`src/rtl/multicycle_pkg.sv`:
```
// rtl/multicycle_pkg.sv - state, opcode, ALUop and mux-select definitions for the multi-cycle control FSM
//
// Purpose: shared types and constants for multicycle_ctrl.
// Contents: state_t (4-bit state encoding), opcode/ALUop/mux-select
// constants, ctrl_t (bundle of per-state datapath controls) and
// state_ctrl(), which maps a state to its controls.

package multicycle_pkg;

  typedef enum logic [3:0] {
    ST_IDLE      = 4'd0,
    ST_FETCH     = 4'd1,
    ST_DECODE    = 4'd2,
    ST_MEM_ADDR  = 4'd3,
    ST_MEM_READ  = 4'd4,
    ST_MEM_WB    = 4'd5,
    ST_MEM_WRITE = 4'd6,
    ST_EXEC_R    = 4'd7,
    ST_ALU_WB    = 4'd8,
    ST_BRANCH    = 4'd9
  } state_t;

  localparam logic [6:0] OP_R   = 7'b0110011;
  localparam logic [6:0] OP_LW  = 7'b0000011;
  localparam logic [6:0] OP_SW  = 7'b0100011;
  localparam logic [6:0] OP_BEQ = 7'b1100011;

  localparam logic [1:0] ALUOP_ADD   = 2'b00;
  localparam logic [1:0] ALUOP_SUB   = 2'b01;
  localparam logic [1:0] ALUOP_FUNCT = 2'b10;

  localparam logic [1:0] SRC_A_PC    = 2'b00;
  localparam logic [1:0] SRC_A_REG   = 2'b01;
  localparam logic [1:0] SRC_A_OLDPC = 2'b10;

  localparam logic [1:0] SRC_B_REG  = 2'b00;
  localparam logic [1:0] SRC_B_FOUR = 2'b01;
  localparam logic [1:0] SRC_B_IMM  = 2'b10;

  localparam logic I_OR_D_PC  = 1'b0;
  localparam logic I_OR_D_ALU = 1'b1;

  typedef struct packed {
    logic       mem_req;
    logic       mem_we;
    logic       i_or_d;
    logic       pc_write_cond;
    logic       pc_src;
    logic [1:0] alu_src_a;
    logic [1:0] alu_src_b;
    logic       reg_write;
    logic       mem_to_reg;
  } ctrl_t;

  // Moore controls asserted while sitting in state s; everything else is 0.
  function automatic ctrl_t state_ctrl(input state_t s);
    ctrl_t c;
    c = '0;
    case (s)
      ST_FETCH: begin
        c.mem_req   = 1'b1;
        c.i_or_d    = I_OR_D_PC;
        c.alu_src_a = SRC_A_PC;
        c.alu_src_b = SRC_B_FOUR;
      end
      ST_DECODE: begin
        c.alu_src_a = SRC_A_OLDPC;
        c.alu_src_b = SRC_B_IMM;
      end
      ST_MEM_ADDR: begin
        c.alu_src_a = SRC_A_REG;
        c.alu_src_b = SRC_B_IMM;
      end
      ST_MEM_READ: begin
        c.mem_req = 1'b1;
        c.i_or_d  = I_OR_D_ALU;
      end
      ST_MEM_WRITE: begin
        c.mem_req = 1'b1;
        c.mem_we  = 1'b1;
        c.i_or_d  = I_OR_D_ALU;
      end
      ST_MEM_WB: begin
        c.reg_write  = 1'b1;
        c.mem_to_reg = 1'b1;
      end
      ST_EXEC_R: begin
        c.alu_src_a = SRC_A_REG;
        c.alu_src_b = SRC_B_REG;
      end
      ST_ALU_WB: c.reg_write = 1'b1;
      ST_BRANCH: begin
        c.alu_src_a     = SRC_A_REG;
        c.alu_src_b     = SRC_B_REG;
        c.pc_write_cond = 1'b1;
        c.pc_src        = 1'b1;
      end
      default: c = '0;
    endcase
    return c;
  endfunction

endpackage

```
`src/rtl/multicycle_ctrl.sv`:
```
// rtl/multicycle_ctrl.sv - main control FSM of the multi-cycle RV32I datapath (R, LW, SW, BEQ)
//
// Purpose: sequences fetch/decode/execute/memory/writeback and drives the
// datapath controls, the shared memory request and a retired-instruction counter.
// Ports:
//   clk, res                 clock, synchronous active-high reset
//   run                      execute (1) or park in IDLE at the next boundary (0)
//   opcode                   IR[6:0], valid from DECODE onward
//   mem_ready                memory completes the current access this cycle
//   mem_req, mem_we, i_or_d  memory request, write qualifier, address select
//   ir_write, pc_write       IR/OldPC load and PC<=PC+4, in the completing FETCH cycle
//   pc_write_cond, pc_src    branch PC load and PC source
//   alu_src_a, alu_src_b     ALU operand selects
//   alu_op                   ALUop into the registered ALU-control decoder
//   reg_write, mem_to_reg    register writeback enable and source
//   illegal_op, retire       one-cycle event pulses
//   retire_count             wrapping retired-instruction count

module multicycle_ctrl
  import multicycle_pkg::*;
#(
  parameter int CNT_W = 32
) (
  input  logic             clk,
  input  logic             res,
  input  logic             run,
  input  logic [6:0]       opcode,
  input  logic             mem_ready,
  output logic             mem_req,
  output logic             mem_we,
  output logic             i_or_d,
  output logic             ir_write,
  output logic             pc_write,
  output logic             pc_write_cond,
  output logic             pc_src,
  output logic [1:0]       alu_src_a,
  output logic [1:0]       alu_src_b,
  output logic [1:0]       alu_op,
  output logic             reg_write,
  output logic             mem_to_reg,
  output logic             illegal_op,
  output logic             retire,
  output logic [CNT_W-1:0] retire_count
);

  state_t state;
  state_t next_state;
  ctrl_t  ctrl;
  logic   complete;
  logic   illegal;

  always_comb begin
    next_state = state;
    complete   = 1'b0;
    illegal    = 1'b0;
    case (state)
      ST_IDLE:      if (run) next_state = ST_FETCH;
      ST_FETCH:     if (mem_ready) next_state = ST_DECODE;
      ST_DECODE: begin
        case (opcode)
          OP_LW, OP_SW: next_state = ST_MEM_ADDR;
          OP_R:         next_state = ST_EXEC_R;
          OP_BEQ:       next_state = ST_BRANCH;
          default: begin
            illegal    = 1'b1;
            next_state = run ? ST_FETCH : ST_IDLE;
          end
        endcase
      end
      // opcode[5] separates SW (0100011) from LW (0000011).
      ST_MEM_ADDR:  next_state = opcode[5] ? ST_MEM_WRITE : ST_MEM_READ;
      ST_MEM_READ:  if (mem_ready) next_state = ST_MEM_WB;
      ST_MEM_WRITE: if (mem_ready) complete = 1'b1;
      ST_EXEC_R:    next_state = ST_ALU_WB;
      ST_MEM_WB, ST_ALU_WB, ST_BRANCH: complete = 1'b1;
      default:      next_state = ST_IDLE;
    endcase
    if (complete) next_state = run ? ST_FETCH : ST_IDLE;
    if (res) next_state = ST_IDLE;
  end

  // Moore controls are registered from next_state so they line up with the
  // state they belong to; a reset forces next_state to IDLE and clears them.
  always_ff @(posedge clk) begin
    if (res) begin
      state        <= ST_IDLE;
      ctrl         <= '0;
      retire_count <= '0;
    end else begin
      state <= next_state;
      ctrl  <= state_ctrl(next_state);
      if (complete) retire_count <= retire_count + CNT_W'(1);
    end
  end

  assign mem_req       = ctrl.mem_req;
  assign mem_we        = ctrl.mem_we;
  assign i_or_d        = ctrl.i_or_d;
  assign pc_write_cond = ctrl.pc_write_cond;
  assign pc_src        = ctrl.pc_src;
  assign alu_src_a     = ctrl.alu_src_a;
  assign alu_src_b     = ctrl.alu_src_b;
  assign reg_write     = ctrl.reg_write;
  assign mem_to_reg    = ctrl.mem_to_reg;

  // The ALU-control decoder adds a register stage, so ALUop is issued one
  // cycle early from next_state.
  always_comb begin
    alu_op = ALUOP_ADD;
    if (next_state == ST_EXEC_R) alu_op = ALUOP_FUNCT;
    if (next_state == ST_BRANCH) alu_op = ALUOP_SUB;
  end

  // Event outputs depend on this cycle's inputs; an aborting reset suppresses them.
  assign ir_write   = (state == ST_FETCH) && mem_ready && !res;
  assign pc_write   = ir_write;
  assign illegal_op = illegal && !res;
  assign retire     = complete && !res;

endmodule
```
`config.mk`:
```
export PLATFORM = sky130hd
export DESIGN_NAME = multicycle_ctrl
export DESIGN_NICKNAME = d
export VERILOG_FILES = /design/src/rtl/multicycle_pkg.sv /design/src/rtl/multicycle_ctrl.sv
export SDC_FILE = /design/constraint.sdc
export NUM_CORES = 1
export LEC_CHECK = 0
export CAP_MARGIN = 25
export CELL_PAD_IN_SITES_DETAIL_PLACEMENT = 1
export CELL_PAD_IN_SITES_GLOBAL_PLACEMENT = 2
export CORE_MARGIN = 4
export CORE_UTILIZATION = 30
export DETAILED_ROUTE_END_ITERATION = 7
export PLACE_DENSITY_LB_ADDON = 0.25
export SLEW_MARGIN = 20
export SYNTH_ARGS = -nofsm -noshare
export SYNTH_HDL_FRONTEND = slang
export SYNTH_SLANG_ARGS = --single-unit
```
`constraint.sdc`:
```
create_clock -name clk -period 5 [get_ports clk]
set_clock_uncertainty 0.15 [all_clocks]
set_input_delay 1 -clock clk [delete_from_list [all_inputs] [get_ports clk]]
set_output_delay 1 -clock clk [all_outputs]
set_load 0.005 [all_outputs]
```
==> run_1/port_trees.png <==
Scale bar: 20 microns.
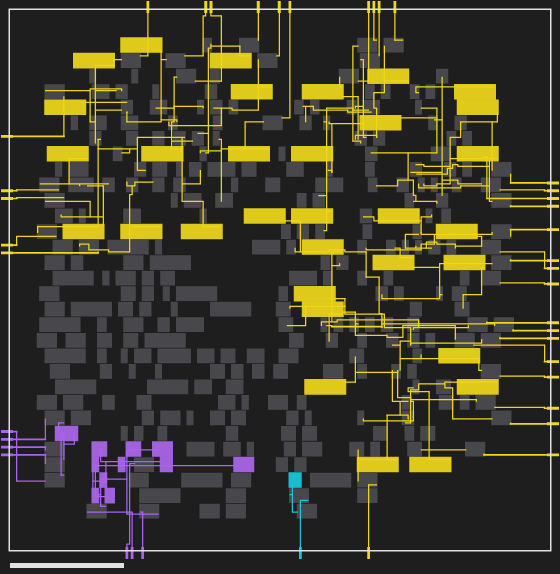
| port | color | bits | direction | edge | end cells | wire |
|---|---|---|---|---|---|---|
| ir_write | cyan | 1 | output | bottom | 1 | 15.9 microns |
| retire_count | yellow | 32 | output | 16 right, 10 top, 5 left, 1 bottom | 32 | 1,510 microns |
| opcode | purple | 7 | input | 4 left, 3 bottom | 11 | 184 microns |
I/O pin count: 60
# port buffers: 59

==> run_1/sizing.png <==
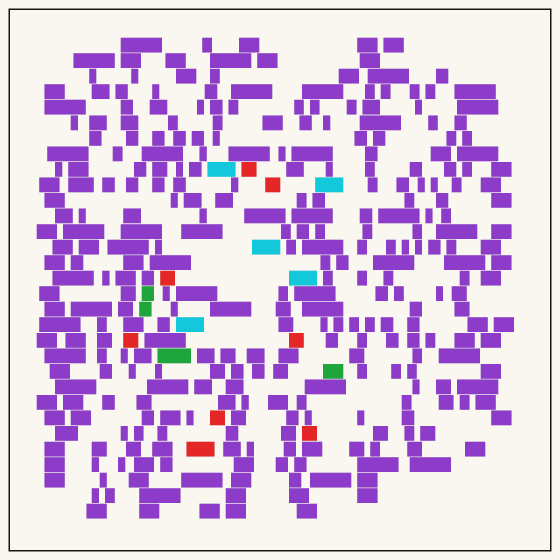
| size | color | cells | share | most used |
|---|---|---|---|---|
| x2 | green | 4 | 1.2% | or2_2 |
| x3 and x4 | red | 8 | 2.5% | buf_4 |
| x6 and larger | cyan | 5 | 1.5% | clkbuf_8 |
| x1 and smaller | purple | 307 | 95% | clkdlybuf4s50_1 |
area grow syn2layout: 33.91%
post-route cell area: 3009 sq um

==> results.json, run 1 <==
{
  "status": "finished clean",
  "gp_congestion": 0.7162,
  "drv_slew": 0,
  "use_met2": 0.2063,
  "syn_avg_cell_area_sq_um": 8.354,
  "min_path_type": "flip-flop to flip-flop",
  "clk_pin_slew_ns": 0.09,
  "synth_area_sq_um": 2247,
  "grt_usage": 0.1333,
  "h-tree-depth": 2,
  "min_to": "retire_count[31]",
  "yosysMostFrequentCell": "dfxtp_1",
  "cts-root-buf": "clkbuf_8",
  "r2r_start": "state[2]",
  "crit_path_end_kind": "output port",
  "drv_cap": 0,
  "rsz0062_at_grt": "false",
  "powerDensity_nw_per_um2": 233.5,
  "hold_viol_final": 0,
  "dpl_cell_area_sq_um": 2929,
  "tightest_slew_ns": 0.4476,
  "min_delay_path_depth": 2,
  "cts_tree": "yes",
  "min-delay-start": "retire_count[31]",
  "combPwrFrac": 0.130,
  "ys_seq_share": 0.4098,
  "grtUsageMet1": 0.1854,
  "cts.sinks": 46,
  "period_needed_ns": 4.479,
  "die_h_microns": 94.55,
  "worst-setup-path-type": "primary input to output port",
  "highest_layer": "met4",
  "cp_max_fo": 7,
  "largest_reg_flops": 32,
  "crit_path_start": "opcode[2]",
  "die_x_microns": 94.55,
  "numCtsBuffers": 5,
  "largest_area_cell": "dfxtp_1",
  "cp.arrival_ns": 3.33,
  "fp_nets": 281,
  "diodes": 0,
  "chipArea_sq_um": 8939,
  "path_depth": 6,
  "clkPwrFrac": 0.312,
  "wl_mm": 5.909,
  "grt_antenna_before_repair": 0,
  "endpoint": "alu_op[1]",
  "rr_worst_depth": 7,
  "seq_power_share": 0.558,
  "synth.distinct_cells": 47,
  "grt_pass1_vias": 2016,
  "p_sw_frac": 0.2514,
  "regMostFlops": "retire_count",
  "ys_warn_count": 0,
  "cp.required_ns": 3.85,
  "final_antenna_net_count": 0,
  "clk_latency_ns": 0.29,
  "place_ws_ns": 0.5052,
  "critPathLaunchType": "primary input",
  "worstPathCellList": "clkdlybuf4s50_1, nand4bb_1, or4_1, a211o_1, nor3b_1, clkdlybuf4s50_1",
  "cts_setup_buffers": 0,
  "grt_max_degree": 37,
  "p_int_mw": 0.5259,
  "period_used_share": 0.8959,
  "grt_pass1_wl_mm": 9.687,
  "critPathTopFamily": "simple AND/OR/NAND/NOR gates",
  "wl_met3_microns": 281,
  "setup_slack_ns": 0.5207,
  "fmax_ghz": 0.2232,
  "drt-initial-drc-count": 59,
  "r2r_setup_slack_ns": 2.37,
  "top_usage_layer": "met2",
  "wl_met2_mm": 2.643,
  "top_cells_by_count": "dfxtp_1, a21oi_1, nand2_1, nor2_1",
  "slowest_stage": "or4_1",
  "vdd_ir_drop_max_mv": 0.1328,
  "yosys-stat-cells": 269,
  "initCoreUtil": 0.3098,
  "p_leak_nw": 0.9947,
  "power.total_mw": 0.7025,
  "cts_hold_buf": 0,
  "synth-main-ff-cell": "dfxtp_1",
  "layout.nets": 336,
  "hpwlAfterDp_mm": 4.203,
  "synth-seq-cells": 46,
  "r2r-end": "retire_count[29]",
  "cts_buffer_depth": 2,
  "drc": 0,
  "drtPass1Iterations": 4,
  "cts_resized": 0,
  "vias_per_cell": 5.076,
  "syn_inst": 269,
  "overflow": 0,
  "top_cell_area_share": 0.4098,
  "slowest_delay_ns": 0.54,
  "p_sw_mw": 0.1766,
  "setup_tns_ns": 0,
  "reg_top3": "retire_count x32, state x4",
  "cp.buffers_inverters": 2,
  "setup_viol_count_final": 0,
  "drive_gt1_frac": 0.05247,
  "yosysChipArea_sq_um": 2247,
  "edf_count": 0,
  "synthArstFlopShare": 0,
  "drt-met1-wl_mm": 2.943,
  "synth.area.top_cells": "dfxtp_1, or3_1, a21oi_1",
  "openroad.warnings": 26,
  "slew-limit-headroom": 0.7012,
  "crit_top_cell": "clkdlybuf4s50_1",
  "use_met3": 0.03426
}
==> run_1/class_map.png <==
Fill, decap, tap and diode cells in gray.
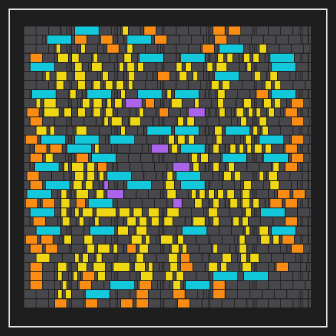
| class | color | cells | share of their area |
|---|---|---|---|
| clock drivers and dummy loads | purple | 7 | 2.8% |
| remaining logic cells | yellow | 206 | 43% |
| remaining buffers and delay cells | orange | 65 | 22% |
| sequential cells | cyan | 46 | 32% |
row count: 31
Seq/total area: 0.3060
final core occ: 0.4149
Core ar.: 7253 sq um

==> run_1/layers.png <==
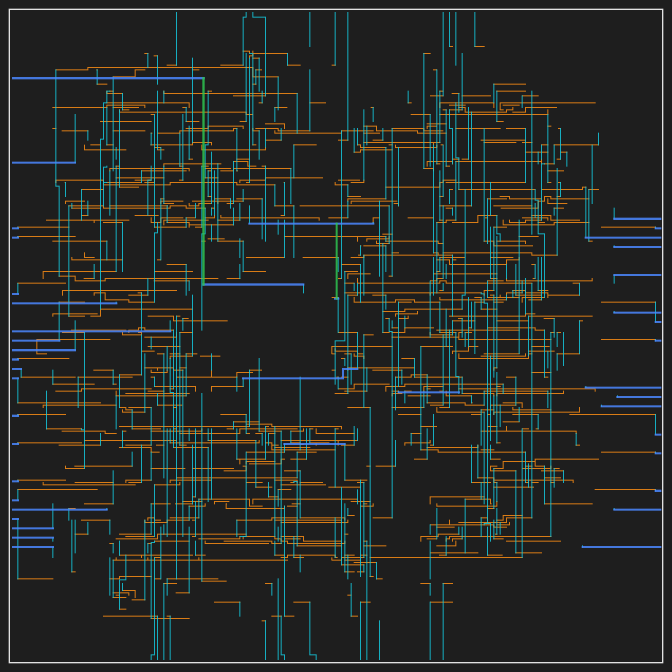
| layer | color | wire length |
|---|---|---|
| M1 | orange | 2,940 microns |
| M4 | green | 40.8 microns |
| M3 | blue | 282 microns |
| M2 | cyan | 2,640 microns |
Wirelength per Cell: 13.97 microns
via count: 2,147

## run 1: placed cells by master (no fill, tap or decap), types with 5 or more instances in the layout
cell type | Yosys | final
clkdlybuf4s50_1 | 0 | 59
or4_1 | 7 | 7
inv_1 | 5 | 5
nand2_1 | 18 | 18
dfxtp_1 | 46 | 46
or3_1 | 17 | 17
o21ai_0 | 17 | 17
xor2_1 | 7 | 7
a21oi_1 | 21 | 21
nor2_1 | 18 | 18
and3_1 | 9 | 9
nand4_1 | 10 | 10
buf_4 | 3 | 6
nor2b_1 | 5 | 5
nand3_1 | 12 | 12
clkbuf_8 | 0 | 5
mux2i_1 | 5 | 5
o31ai_1 | 5 | 5
nor3_1 | 7 | 7
## run 1: metrics by stage
step                  util  std cells  hold slack, ns
finish              0.4149        423          0.3292
global route        0.4149        423          0.3660
CTS                 0.4149        423          0.3367
detailed placement  0.4038        416          0.3240
global placement    0.4038        416          0.3106
floorplan                -        269          0.3182
## run 1: power groups by stage
stage               clock (mW)  combinational (mW)  sequential, mW
floorplan                    0              0.0562           0.391
global placement             0              0.0927           0.400
detailed placement           0              0.0928           0.399
CTS                      0.231              0.0932           0.391
global route             0.244               0.100           0.394
finish                   0.219              0.0915           0.392
## run 1: layout make-up
type                    instances  area [sq um]
clock buffers                   6         72.57
clock inverters                 1         7.507
fillers                       890          4244
inverters                       5         18.77
multi-input cells             201          1230
flip-flops and latches         46         920.9
well taps                      99         123.9
repair buffers                 65         635.6
## run 1: logic make-up (layout without fill, tap and decap cells)
kind of cell,after synthesis,after routing,synth area share
AND/OR/NAND/NOR,126,126,0.3179
buffers and inverters,22,77,0.04287
flip-flops,46,46,0.4098
adder cells (fa/ha/maj),1,1,0.005567
XOR/XNOR,9,9,0.03508
multiplexers,5,5,0.02227
AND-OR/OR-AND,60,60,0.1665
==> run 2: changes to the inputs <==
--- a/config.mk
+++ b/config.mk
@@ -9,7 +9,8 @@
 export CELL_PAD_IN_SITES_DETAIL_PLACEMENT = 1
 export CELL_PAD_IN_SITES_GLOBAL_PLACEMENT = 2
 export CORE_MARGIN = 4
-export CORE_UTILIZATION = 30
+export CORE_UTILIZATION = 31
+export CTS_BUF_LIST = sky130_fd_sc_hd__clkbuf_4 sky130_fd_sc_hd__clkbuf_8
 export DETAILED_ROUTE_END_ITERATION = 7
 export PLACE_DENSITY_LB_ADDON = 0.25
 export SLEW_MARGIN = 20
==> run_2/sizing.png <==
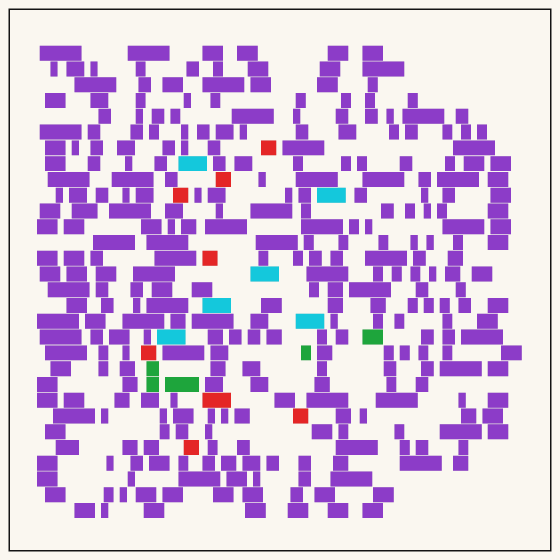
| size | color | cells | share | most used |
|---|---|---|---|---|
| x2 | green | 5 | 1.5% | or2_2 |
| x6 and larger | cyan | 6 | 1.8% | clkbuf_8 |
| x1 and smaller | purple | 306 | 94% | clkdlybuf4s50_1 |
| x3 and x4 | red | 8 | 2.5% | buf_4 |
Final WS setup: 0.5030 ns
post-route cell area: 3020 sq um
area grow syn2layout: 34.41%
Non-CTS buffers: 65

==> run_2/port_trees.png <==
Scale bar: 20 microns.
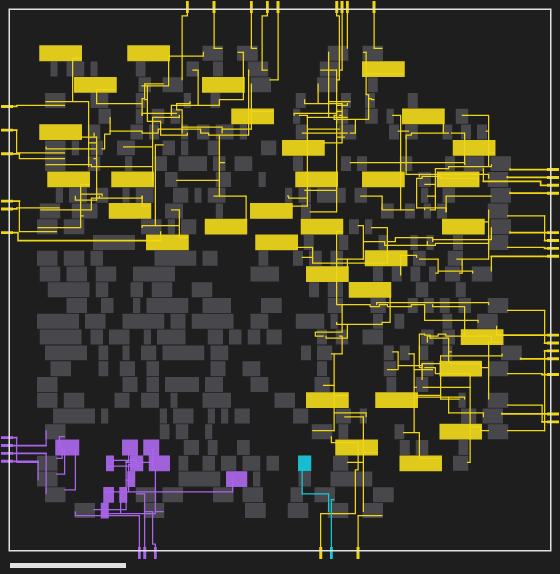
| port | color | bits | direction | edge | end cells | wire |
|---|---|---|---|---|---|---|
| ir_write | cyan | 1 | output | bottom | 1 | 21.3 microns |
| opcode | purple | 7 | input | 4 left, 3 bottom | 11 | 184 microns |
| retire_count | yellow | 32 | output | 15 right, 9 top, 6 left, 2 bottom | 32 | 1,510 microns |

==> run 2 against run 1 <==
  * Sequential share of layout area shrank 0.11 points
  * Routed wire length increased by 2.3%
  * Sequential power about the same
  * Worst setup slack lost 0.018 ns
  * First-iteration DRC count decreased by 5.1%
  * Combinational power is 1% higher
  * Critical path depth did not move
  * Hold slack better by 0.0087 ns
  * Register-to-register slack improved by 0.05 ns
  * Die size down 3.0%
  * Critical path type unchanged
  * Largest cell class unchanged
  * Largest power group unchanged
==> results.json, run 2 <==
{
  "setup_viol_count_final": 0,
  "core_area_sq_um": 6907,
  "top_cells_by_count": "dfxtp_1, a21oi_1, nand2_1, nor2_1",
  "reg_top3": "retire_count x32, state x4",
  "top_usage_layer": "met2",
  "period_needed_ns": 4.497,
  "layout_top_cells": "clkdlybuf4s50_1, dfxtp_1, a21oi_1",
  "initCoreUtil": 0.3254,
  "rsz0062_at_grt": "false",
  "combPwrFrac": 0.128,
  "grt_usage": 0.1430,
  "top_cell_area_share": 0.4098,
  "drv_cap": 0,
  "power.total_mw": 0.7250,
  "crit_path_end_kind": "output port",
  "slowest_stage": "or4_1",
  "yosysChipArea_sq_um": 2247,
  "tightest_slew_ns": 0.4594,
  "worst-setup-path-type": "primary input to output port",
  "gp_congestion": 0.7230,
  "setup_tns_ns": 0,
  "syn_avg_cell_area_sq_um": 8.354,
  "final_core_util": 0.4373,
  "clkPwrFrac": 0.333,
  "regMostFlops": "retire_count",
  "wl_per_cell_microns": 14.35,
  "ys_seq_share": 0.4098,
  "yosys-stat-cells": 269,
  "dpl.cell_count": 413,
  "cts_tree": "yes",
  "h-tree-depth": 2,
  "grt_pass1_wl_mm": 10.25,
  "use_met2": 0.2304,
  "cts_buffer_depth": 2,
  "fmax_ghz": 0.2224,
  "r2r_setup_slack_ns": 2.42,
  "p_sw_frac": 0.2455,
  "openroad.warnings": 26,
  "slew-limit-headroom": 0.6933,
  "vdd_ir_drop_max_mv": 0.1782,
  "cts_setup_buffers": 0,
  "hpwlAfterDp_mm": 4.302,
  "drive_gt1_frac": 0.05846,
  "dr_total_vias": 2186,
  "clk_latency_ns": 0.29,
  "yosysMostFrequentCell": "dfxtp_1",
  "grtUsageMet1": 0.1914,
  "die_h_microns": 93.14,
  "synth_area_sq_um": 2247,
  "hold_viol_final": 0,
  "cp_max_fo": 7,
  "final_antenna_net_count": 0,
  "period_used_share": 0.8994,
  "synth.distinct_cells": 47,
  "ios": 60,
  "portBuffers": 59,
  "drtPass1Iterations": 4,
  "synth-main-ff-cell": "dfxtp_1",
  "diodes": 0,
  "cp.arrival_ns": 3.35,
  "grt_antenna_before_repair": 0,
  "min_path_type": "flip-flop to flip-flop",
  "cts.sinks": 46,
  "mostFrequentLayoutCell": "clkdlybuf4s50_1",
  "status": "finished clean",
  "drt-met1-wl_mm": 2.935,
  "use_met3": 0.03298,
  "p_int_mw": 0.5470,
  "layout.nets": 336,
  "worstPathCellList": "clkdlybuf4s50_1, nand4bb_1, or4_1, a211o_1, nor3b_1, clkdlybuf4s50_1",
  "cts-root-buf": "clkbuf_8",
  "seq_power_share": 0.539,
  "powerDensity_nw_per_um2": 240.0,
  "numCtsBuffers": 5,
  "synth-seq-cells": 46,
  "p_sw_mw": 0.1780,
  "drc": 0,
  "clk_pin_slew_ns": 0.09,
  "drv_slew": 0,
  "die_x_microns": 93.14,
  "cp.required_ns": 3.85,
  "drt-initial-drc-count": 56,
  "wl_met3_microns": 264,
  "largest_reg_flops": 32,
  "critPathLaunchType": "primary input",
  "wl_mm": 6.042,
  "cts_hold_buf": 0,
  "largest_area_cell": "dfxtp_1",
  "crit_top_cell": "clkdlybuf4s50_1",
  "overflow": 0,
  "cts_resized": 0,
  "place_ws_ns": 0.5002,
  "synthArstFlopShare": 0,
  "ys_warn_count": 0,
  "dpl_cell_area_sq_um": 2925,
  "fp_nets": 281,
  "p_leak_nw": 1.009,
  "vias_per_cell": 5.192
}
==> run_2/placed.png <==
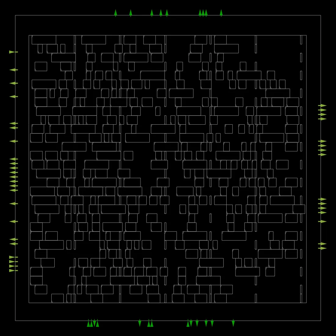
fin cells: 421
row count: 30

==> run 2: final cells by class <==
type	count	area, sq um
Clock buffer	7	90.09
Tap cell	96	120.1
Timing Repair Buffer	65	635.6
Inverter	5	18.77
Multi-Input combinational cell	201	1230
Clock inverter	1	5.005
Fill cell	852	3886
Sequential cell	46	920.9
==> run 2: worst max-delay path, delay by kind of cell <==
family                 cells  cell delay, ns
AND/OR/NAND/NOR            3            1.04
buffers and inverters      2            0.93
AND-OR/OR-AND              1            0.38
==> run 2: final timing paths <==
| path | startpoint | endpoint | depth (start not counted) |
|---|---|---|---|
| min reg2reg | retire_count[31] | retire_count[31] | 2 |
| min | retire_count[31] | retire_count[31] | 2 |
| max reg2reg | state[2] | retire_count[23] | 7 |
| max | opcode[2] | alu_op[1] | 6 |
==> run 2: logic make-up after synthesis <==
| logic type | Yosys count | synth area share |
|---|---|---|
| DFF | 46 | 0.4098 |
| AOI/OAI and AO/OA | 60 | 0.1665 |
| muxes | 5 | 0.02227 |
| adders and majority gates | 1 | 0.005567 |
| buffers and inverters | 22 | 0.04287 |
| xor gates and xnor gates | 9 | 0.03508 |
| and+or+nand+nor | 126 | 0.3179 |
==> run 2: power by group through the flow <==
| stage | sequential (mW) | clock [mW] | combinational, mW |
|---|---|---|---|
| 2_1_floorplan | 0.391 | 0 | 0.0562 |
| 3_3_place_gp | 0.399 | 0 | 0.0934 |
| 3_5_place_dp | 0.399 | 0 | 0.0932 |
| 4_1_cts | 0.391 | 0.253 | 0.0941 |
| 5_1_grt | 0.393 | 0.267 | 0.102 |
| 6_report | 0.391 | 0.241 | 0.0928 |
==> run 3: changes to the inputs <==
--- a/config.mk
+++ b/config.mk
@@ -8,7 +8,7 @@
 export CAP_MARGIN = 25
 export CELL_PAD_IN_SITES_DETAIL_PLACEMENT = 1
 export CELL_PAD_IN_SITES_GLOBAL_PLACEMENT = 2
-export CORE_MARGIN = 4
+export CORE_MARGIN = 5
 export CORE_UTILIZATION = 31
 export CTS_BUF_LIST = sky130_fd_sc_hd__clkbuf_4 sky130_fd_sc_hd__clkbuf_8
 export DETAILED_ROUTE_END_ITERATION = 7
==> constraint.sdc (replaced) <==
create_clock -name clk -period 5.8 [get_ports clk]
set_clock_uncertainty 0.15 [all_clocks]
set_input_delay 1.16 -clock clk [delete_from_list [all_inputs] [get_ports clk]]
set_output_delay 1.16 -clock clk [all_outputs]
set_load 0.005 [all_outputs]
==> run_3/class_map.png <==
Fill, decap, tap and diode cells in gray.
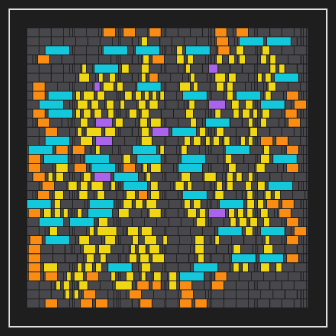
| class | color | cells | share of their area |
|---|---|---|---|
| sequential cells | cyan | 46 | 32% |
| clock drivers and dummy loads | purple | 8 | 3.3% |
| remaining buffers and delay cells | orange | 62 | 21% |
| remaining logic cells | yellow | 206 | 43% |
Seq/total area: 0.3068
row count: 31
Core ar.: 7137 sq um

==> run_3/layers.png <==
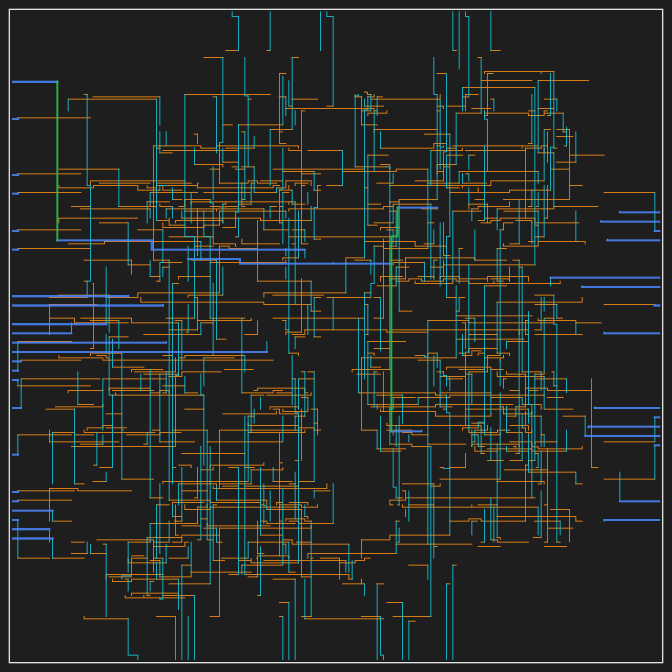
| layer | color | wire length |
|---|---|---|
| M4 | green | 56.7 microns |
| M1 | orange | 2,960 microns |
| M3 | blue | 335 microns |
| M2 | cyan | 2,730 microns |
via count: 2,161
GRT Overall Usage: 0.1423
Wirelength per Cell: 14.45 microns
drt total wl: 6.085 mm

==> run_3/sizing.png <==
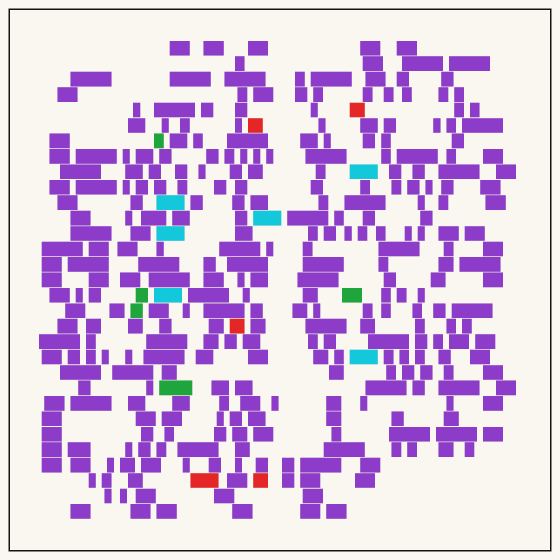
| size | color | cells | share | most used |
|---|---|---|---|---|
| x3 and x4 | red | 5 | 1.6% | buf_4 |
| x6 and larger | cyan | 6 | 1.9% | clkbuf_8 |
| x1 and smaller | purple | 306 | 95% | clkdlybuf4s50_1 |
| x2 | green | 5 | 1.6% | or2_2 |
post-route cell area: 3002 sq um
Non-CTS buffers: 62
area grow syn2layout: 33.57%
Final WS setup: 0.9116 ns

==> run 3 against run 2 <==
  * Sequential power decreased by 14%
  * Hold slack improved by 0.0087 ns
  * Combinational power fell by 19%
  * Global-route usage shrank 0.069 points
  * Routed wire length rose by 0.71%
  * Utilization down 1.7 points
  * First-iteration DRC count is 46% lower
  * Critical path depth up 2
  * Largest cell class unchanged
==> results.json, run 3 <==
{
  "status": "finished clean",
  "ios": 60,
  "aoi_share": 0.1665,
  "synth-seq-cells": 46,
  "slowest_stage": "clkdlybuf4s50_1",
  "die_h_microns": 95.14,
  "regMostFlops": "retire_count",
  "rsz0062_at_grt": "false",
  "reg_top3": "retire_count x32, state x4",
  "use_met3": 0.03946,
  "setup_tns_ns": 0,
  "layout_top_cells": "clkdlybuf4s50_1, dfxtp_1, a21oi_1",
  "overflow": 0,
  "cts_hold_buf": 0,
  "ys_seq_share": 0.4098,
  "synthArstFlopShare": 0,
  "wl_met3_microns": 335,
  "cts_setup_buffers": 0,
  "largest_reg_flops": 32,
  "gp_congestion": 0.7376,
  "p_leak_nw": 0.9955,
  "diodes": 0,
  "portBuffers": 59,
  "critPathTopFamily": "buffers and inverters",
  "slew-limit-headroom": 0.4459,
  "cp.arrival_ns": 3.58,
  "cts-root-buf": "clkbuf_8",
  "vdd_ir_drop_max_mv": 0.1231,
  "fp_nets": 281,
  "tightest_slew_ns": 0.8286,
  "n_fill_cell": 871,
  "cts_buffer_depth": 2,
  "grt_max_degree": 27,
  "hold_viol_final": 0,
  "cp_max_fo": 14,
  "edf_count": 0,
  "min_path_type": "flip-flop to flip-flop",
  "openroad.warnings": 26,
  "ys_sh_adder": 0.005568,
  "grt_pass1_wl_mm": 10.42,
  "use_met2": 0.2332,
  "drc": 0,
  "drt-initial-drc-count": 30,
  "yosysChipArea_sq_um": 2247,
  "crit_top_cell": "clkdlybuf4s50_1",
  "h-tree-depth": 2,
  "grt_antenna_before_repair": 0,
  "vias_per_cell": 5.133,
  "yosys-stat-cells": 269,
  "synth-main-ff-cell": "dfxtp_1",
  "largest_area_cell": "dfxtp_1",
  "place_ws_ns": 0.8889,
  "numCtsBuffers": 5,
  "powerDensity_nw_per_um2": 207.7,
  "cts_tree": "yes",
  "period_needed_ns": 4.888,
  "ys_warn_count": 0,
  "initCoreUtil": 0.3149,
  "power.total_mw": 0.6235,
  "syn_inst": 269,
  "ys_sh_simple": 0.3179,
  "syn_avg_cell_area_sq_um": 8.354,
  "drv_slew": 0,
  "chipArea_sq_um": 9052,
  "layout.nets": 333,
  "netlist_logic_family_top": "simple AND/OR/NAND/NOR gates",
  "worstPathCellList": "clkdlybuf4s50_1, buf_4, nor2_1, a31oi_1, o32a_1, o32ai_2, nor3b_1, clkdlybuf4s50_1",
  "slowest_delay_ns": 0.53,
  "grt_pass1_vias": 2186,
  "grtUsageMet1": 0.1857,
  "wl_met2_mm": 2.729,
  "synth.area.mux_share": 0.02227,
  "setup_viol_count_final": 0,
  "fmax_ghz": 0.2046,
  "cp.buffers_inverters": 3,
  "final_antenna_net_count": 0,
  "cp.required_ns": 4.49,
  "synth_area_sq_um": 2247,
  "yosysMostFrequentCell": "dfxtp_1",
  "highest_layer": "met4",
  "drive_gt1_frac": 0.04969,
  "xor_share": 0.03508,
  "drt-met1-wl_mm": 2.963,
  "top_usage_layer": "met2",
  "drv_cap": 0,
  "critPathLaunchType": "primary input",
  "mostFrequentLayoutCell": "clkdlybuf4s50_1",
  "drtPass1Iterations": 4,
  "cts_resized": 0,
  "clk_latency_ns": 0.30,
  "crit_path_end_kind": "output port",
  "top_cells_by_count": "dfxtp_1, a21oi_1, nand2_1, nor2_1",
  "dpl_cell_area_sq_um": 2907,
  "hpwlAfterDp_mm": 4.364,
  "clk_pin_slew_ns": 0.08,
  "synth.area.top_cells": "dfxtp_1, or3_1, a21oi_1",
  "synth.distinct_cells": 47,
  "top_cell_area_share": 0.4098,
  "worst-setup-path-type": "primary input to output port",
  "period_used_share": 0.8428,
  "die_x_microns": 95.14,
  "cts.sinks": 46
}
-- run 3: cell families after synthesis --
logic type / Yosys count
DFF: 46
buffers and inverters: 22
AOI/OAI and AO/OA: 60
muxes: 5
adders and majority gates: 1
and+or+nand+nor: 126
xor gates and xnor gates: 9
-- run 3: cell type report --
type | instances | area [sq um] | area share
repair buffers | 62 | 613.1 | 0.2043
clock inverters | 1 | 5.005 | 0.001667
clock buffers | 7 | 90.09 | 0.03001
flip-flops and latches | 46 | 920.9 | 0.3068
multi-input cells | 201 | 1230 | 0.4098
inverters | 5 | 18.77 | 0.006253
well taps | 99 | 123.9 | 0.04127
-- run 3: metrics by stage --
| step | utilization | std cells | hold WS, ns |
|---|---|---|---|
| 2_1_floorplan | - | 269 | 0.3182 |
| 3_3_place_gp | 0.4073 | 413 | 0.3143 |
| 3_5_place_dp | 0.4073 | 413 | 0.3360 |
| 4_1_cts | 0.4206 | 421 | 0.3488 |
| 5_1_grt | 0.4206 | 421 | 0.3852 |
| 6_report | 0.4206 | 421 | 0.3465 |
-- run 3: worst paths after layout --
| kind | slack, ns | end | startpoint | cells past startpoint |
|---|---|---|---|---|
| worst max-delay path | 0.91 | alu_op[1] | res | 8 |
| worst min register to register | 0.35 | retire_count[29] | retire_count[29] | 2 |
| worst min-delay path | 0.35 | retire_count[29] | retire_count[29] | 2 |
| worst max register to register | 2.72 | retire_count[23] | state[2] | 6 |
-- run 3: worst reg2reg max path: stages, from the launching register on --
cell and delay (ns):
dfxtp_1 0.60, nor4bb_1 0.34, a211o_1 0.15, buf_4 0.20, nand4_1 0.68, or4_1 0.75
a21oi_1 0.15
-- run 3: report_power, final --
group          total, mW  internal [mW]  switching (mW)
clock network      0.211          0.101           0.110
logic             0.0754         0.0422          0.0332
registers          0.337          0.325          0.0120
total              0.624          0.469           0.155
No activity file was given, so power comes from the tool's default toggle rates.
